### src/rtl/game_sequencer.sv
// ---------------------------------------------------------------------------
// game_sequencer
//   Top-level game FSM for the Tetris datapath. Produces the 3-bit state code
//   consumed by the falling-block row registers and the row file. It sequences
//   gravity ticks, one-shot key delivery, block lock-down, bottom-up full-row
//   clearing and new-block spawn.
//
//   Optional feature macro: SOFT_DROP_EN
//     defined   : holding key 8'h16 in INPUT shortens the gravity period to
//                 max(FALL_DIV/8,1) cycles, and 8'h16 is never sent on key_out.
//     undefined : 8'h16 is an ordinary key.
//
// Ports
//   clk              clock
//   reset            asynchronous, active-high reset
//   i_start          start-game pulse, only looked at in IDLE
//   i_keycode[7:0]   raw keyboard code, 0 = no key
//   i_stop           falling block would collide on its next move
//   i_endgame        spawned block collided (valid on first INPUT after ADD)
//   i_row_full       row at o_row_idx is completely filled
//   o_state[2:0]     000 CHECK, 001 MOVE, 010 WRITE, 011 SHIFT,
//                    100 ADD, 101 IDLE, 110 HALT, 111 INPUT
//   o_key_out[7:0]   one-cycle key strobe (only ever non-zero in INPUT)
//   o_row_idx        row under check/shift
//   o_lines_cleared  saturating count of cleared rows
//   o_game_over      high in HALT
// ---------------------------------------------------------------------------
module game_sequencer #(
  parameter int NUM_ROWS = 20,
  parameter int ROW_W    = 5,
  parameter int FALL_DIV = 25_000_000
) (
  input  logic             clk,
  input  logic             reset,
  input  logic             i_start,
  input  logic [7:0]       i_keycode,
  input  logic             i_stop,
  input  logic             i_endgame,
  input  logic             i_row_full,
  output logic [2:0]       o_state,
  output logic [7:0]       o_key_out,
  output logic [ROW_W-1:0] o_row_idx,
  output logic [15:0]      o_lines_cleared,
  output logic             o_game_over
);

  localparam int CNT_W = $clog2(FALL_DIV);
  localparam logic [CNT_W-1:0] TICK_MAX = CNT_W'(FALL_DIV - 1);
  localparam logic [ROW_W-1:0] ROW_LAST = ROW_W'(NUM_ROWS - 1);

  typedef enum logic [2:0] {
    S_CHECK = 3'b000,
    S_MOVE  = 3'b001,
    S_WRITE = 3'b010,
    S_SHIFT = 3'b011,
    S_ADD   = 3'b100,
    S_IDLE  = 3'b101,
    S_HALT  = 3'b110,
    S_INPUT = 3'b111
  } state_t;

  state_t           r_state,     w_state_nxt;
  logic [CNT_W-1:0] r_cnt,       w_cnt_nxt;
  logic             r_first,     w_first_nxt;
  logic [7:0]       r_key_prev;
  logic             r_pend_vld,  w_pend_vld_nxt;
  logic [7:0]       r_pend_code, w_pend_code_nxt;
  logic [7:0]       r_key_out,   w_key_out_nxt;
  logic [ROW_W-1:0] r_row_idx,   w_row_idx_nxt;
  logic [15:0]      r_lines,     w_lines_nxt;
  logic             r_game_over, w_game_over_nxt;

  logic [CNT_W-1:0] w_thresh;
  logic             w_key_evt;
  logic             w_tick;

`ifdef SOFT_DROP_EN
  localparam int SD_DIV = ((FALL_DIV / 8) > 1) ? (FALL_DIV / 8) : 1;
  localparam logic [CNT_W-1:0] SD_MAX = CNT_W'(SD_DIV - 1);
  localparam logic [7:0] KEY_SOFT = 8'h16;
  logic w_soft;
  assign w_soft    = (r_state == S_INPUT) && (i_keycode == KEY_SOFT);
  // >= rather than == so a counter already past the short threshold ticks at once
  assign w_thresh  = w_soft ? SD_MAX : TICK_MAX;
  assign w_key_evt = (i_keycode != 8'h00) && (i_keycode != r_key_prev) &&
                     (i_keycode != KEY_SOFT);
`else
  assign w_thresh  = TICK_MAX;
  assign w_key_evt = (i_keycode != 8'h00) && (i_keycode != r_key_prev);
`endif

  assign w_tick = (r_state == S_INPUT) && (r_cnt >= w_thresh);

  always_comb begin
    w_state_nxt     = r_state;
    w_cnt_nxt       = r_cnt;
    w_first_nxt     = (r_state == S_ADD);
    w_key_out_nxt   = 8'h00;
    w_row_idx_nxt   = r_row_idx;
    w_lines_nxt     = r_lines;
    w_game_over_nxt = r_game_over;
    // newest key event always replaces whatever is pending
    w_pend_vld_nxt  = r_pend_vld | w_key_evt;
    w_pend_code_nxt = w_key_evt ? i_keycode : r_pend_code;

    case (r_state)
      S_IDLE: begin
        if (i_start) w_state_nxt = S_ADD;
      end
      S_ADD: begin
        w_cnt_nxt   = '0;
        w_state_nxt = S_INPUT;
      end
      S_INPUT: begin
        if (r_first && i_endgame) begin
          w_state_nxt     = S_HALT;
          w_game_over_nxt = 1'b1;
          w_pend_vld_nxt  = 1'b0;
        end else if (w_tick) begin
          // tick wins over key delivery; the key stays pending
          w_cnt_nxt   = '0;
          w_state_nxt = i_stop ? S_WRITE : S_MOVE;
        end else begin
          w_cnt_nxt = r_cnt + 1'b1;
          // no tick means we stay in INPUT, so the strobe lands in INPUT
          if (w_key_evt || r_pend_vld) begin
            w_key_out_nxt  = w_pend_code_nxt;
            w_pend_vld_nxt = 1'b0;
          end
        end
      end
      S_MOVE: begin
        w_state_nxt = S_INPUT;
      end
      S_WRITE: begin
        w_row_idx_nxt = ROW_LAST;
        w_state_nxt   = S_CHECK;
      end
      S_CHECK: begin
        if (i_row_full) begin
          w_state_nxt = S_SHIFT;
          if (r_lines != 16'hFFFF) w_lines_nxt = r_lines + 16'd1;
        end else if (r_row_idx != '0) begin
          w_row_idx_nxt = r_row_idx - 1'b1;
        end else begin
          w_state_nxt = S_ADD;
        end
      end
      S_SHIFT: begin
        // same index is rechecked: the row above has dropped into it
        w_state_nxt = S_CHECK;
      end
      S_HALT: begin
        w_game_over_nxt = 1'b1;
        w_pend_vld_nxt  = 1'b0;
      end
      default: begin
        w_state_nxt = S_IDLE;
      end
    endcase
  end

  always_ff @(posedge clk or posedge reset) begin
    if (reset) begin
      r_state     <= S_IDLE;
      r_cnt       <= '0;
      r_first     <= 1'b0;
      r_key_prev  <= 8'h00;
      r_pend_vld  <= 1'b0;
      r_pend_code <= 8'h00;
      r_key_out   <= 8'h00;
      r_row_idx   <= '0;
      r_lines     <= 16'd0;
      r_game_over <= 1'b0;
    end else begin
      r_state     <= w_state_nxt;
      r_cnt       <= w_cnt_nxt;
      r_first     <= w_first_nxt;
      r_key_prev  <= i_keycode;
      r_pend_vld  <= w_pend_vld_nxt;
      r_pend_code <= w_pend_code_nxt;
      r_key_out   <= w_key_out_nxt;
      r_row_idx   <= w_row_idx_nxt;
      r_lines     <= w_lines_nxt;
      r_game_over <= w_game_over_nxt;
    end
  end

  assign o_state         = r_state;
  assign o_key_out       = r_key_out;
  assign o_row_idx       = r_row_idx;
  assign o_lines_cleared = r_lines;
  assign o_game_over     = r_game_over;

endmodule

### config.mk
export PLATFORM = sky130hd
export DESIGN_NAME = game_sequencer
export DESIGN_NICKNAME = d
export VERILOG_FILES = /design/src/rtl/game_sequencer.sv
export SDC_FILE = /design/constraint.sdc
export NUM_CORES = 1
export LEC_CHECK = 0
export CAP_MARGIN = 20
export CORE_ASPECT_RATIO = 0.7
export CORE_MARGIN = 8
export CORE_UTILIZATION = 56
export DETAILED_ROUTE_END_ITERATION = 12
export GPL_ROUTABILITY_DRIVEN = 0
export GPL_TIMING_DRIVEN = 1
export PLACE_DENSITY = 0.8
export RECOVER_POWER = 100
export SLEW_MARGIN = 20
export SYNTH_ARGS = -nofsm -noshare
export SYNTH_HDL_FRONTEND = slang
export SYNTH_SLANG_ARGS = --single-unit
### constraint.sdc
create_clock -name clk -period 3 [get_ports clk]
set_clock_uncertainty 0.1 [all_clocks]
set_input_delay 0.45 -clock clk [delete_from_list [all_inputs] [get_ports clk]]
set_output_delay 0.45 -clock clk [all_outputs]
set_load 0.02 [all_outputs]
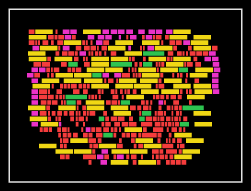
cell_classes.png
Scale: 2 px per um.
[magenta] other buffers and delay cells | cells: 51 | share of their area: 11%
[green] clock drivers and dummy loads | cells: 15 | share of their area: 5.7%
[yellow] flip-flops | cells: 76 | share of their area: 42%
[red] all other logic | cells: 305 | share of their area: 42%

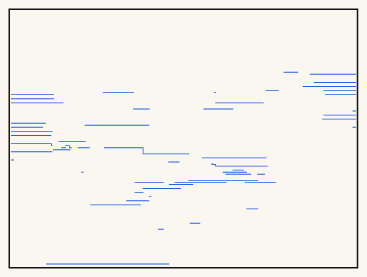
met3.png
Scale: 3 px per um.
share of all routed wire: 6.1%
wire length on this layer: 557 um

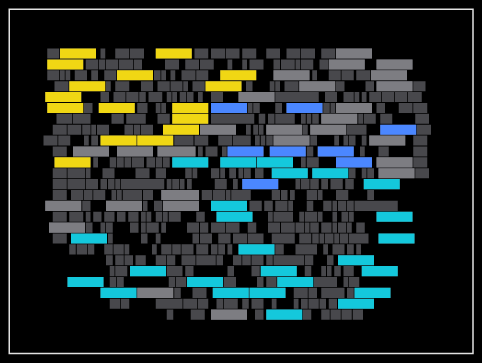
registers.png
Scale: 4 px per um. Other sequential cells in the stronger gray, the rest of the logic in the fainter gray.
[blue] r_pend_code | flops: 8
[cyan] r_cnt | flops: 25
[yellow] o_lines_cleared | flops: 16
Seq power: 0.00143 W
storage element area: 0.001904 mm2
Seq area share: 40.71%
fin util: 69.56%

==> flow_summary.toml <==
# implementation run metrics
[outcome]
status = "finished, violations left"
violations = "capacitance limit, slew limit"

[power_and_ir_drop]
p_comb_share_pct = 29.7
power_density_mw_per_mm2 = 745.2
p_int_w = 0.002247

[logic_synthesis]
postSynthSeqShare_pct = 49.02
aoi_share_pct = 15.81
edf_count = 0
yosysChipArea_mm2 = 0.003885

[worst_hold_path]
hold_end = "r_pend_code[0]"

[die]
die_x_um = 115.6
nWellTaps = 94

[route]
wire_per_inst_um = 16.88

[critical_path]
rr_endpoint = "r_cnt[5]"
timing.rr.start = "o_state[2]"
cp-end-kind = "register"

[layout]
comb_cells = 285
logic_area_mm2 = 0.001832

[clock_network]
cts_buffers = 9
clk_latency_ns = 0.35
cts_buffer_depth = 2

[run]
cap_violations = 1

[sta]
slew_viol_final = 31
fmaxAchievable_ghz = 0.3739
final_hold_viol_count = 0
-- flip-flops by register name, indices dropped and copies added (netlist names) --
| name | flops |
|---|---|
| r_key_prev | 8 |
| o_row_idx | 5 |
| r_pend_vld | 1 |
| o_game_over | 1 |
| o_key_out | 8 |
| o_state | 3 |
| r_pend_code | 8 |
| r_cnt | 25 |
| r_first | 1 |
| o_lines_cleared | 16 |
-- power by group through the flow --
| stage | Clock [W] | Sequential (W) | Combinational [W] |
|---|---|---|---|
| after floorplan | 0 | 0.00145 | 0.000653 |
| after global placement | 0 | 0.00144 | 0.00104 |
| after detailed placement | 0 | 0.00145 | 0.00108 |
| after CTS | 0.00103 | 0.00144 | 0.00109 |
| after global routing | 0.00107 | 0.00146 | 0.00113 |
| final | 0.00102 | 0.00143 | 0.00103 |
No activity file was given, so power comes from the tool's default toggle rates.
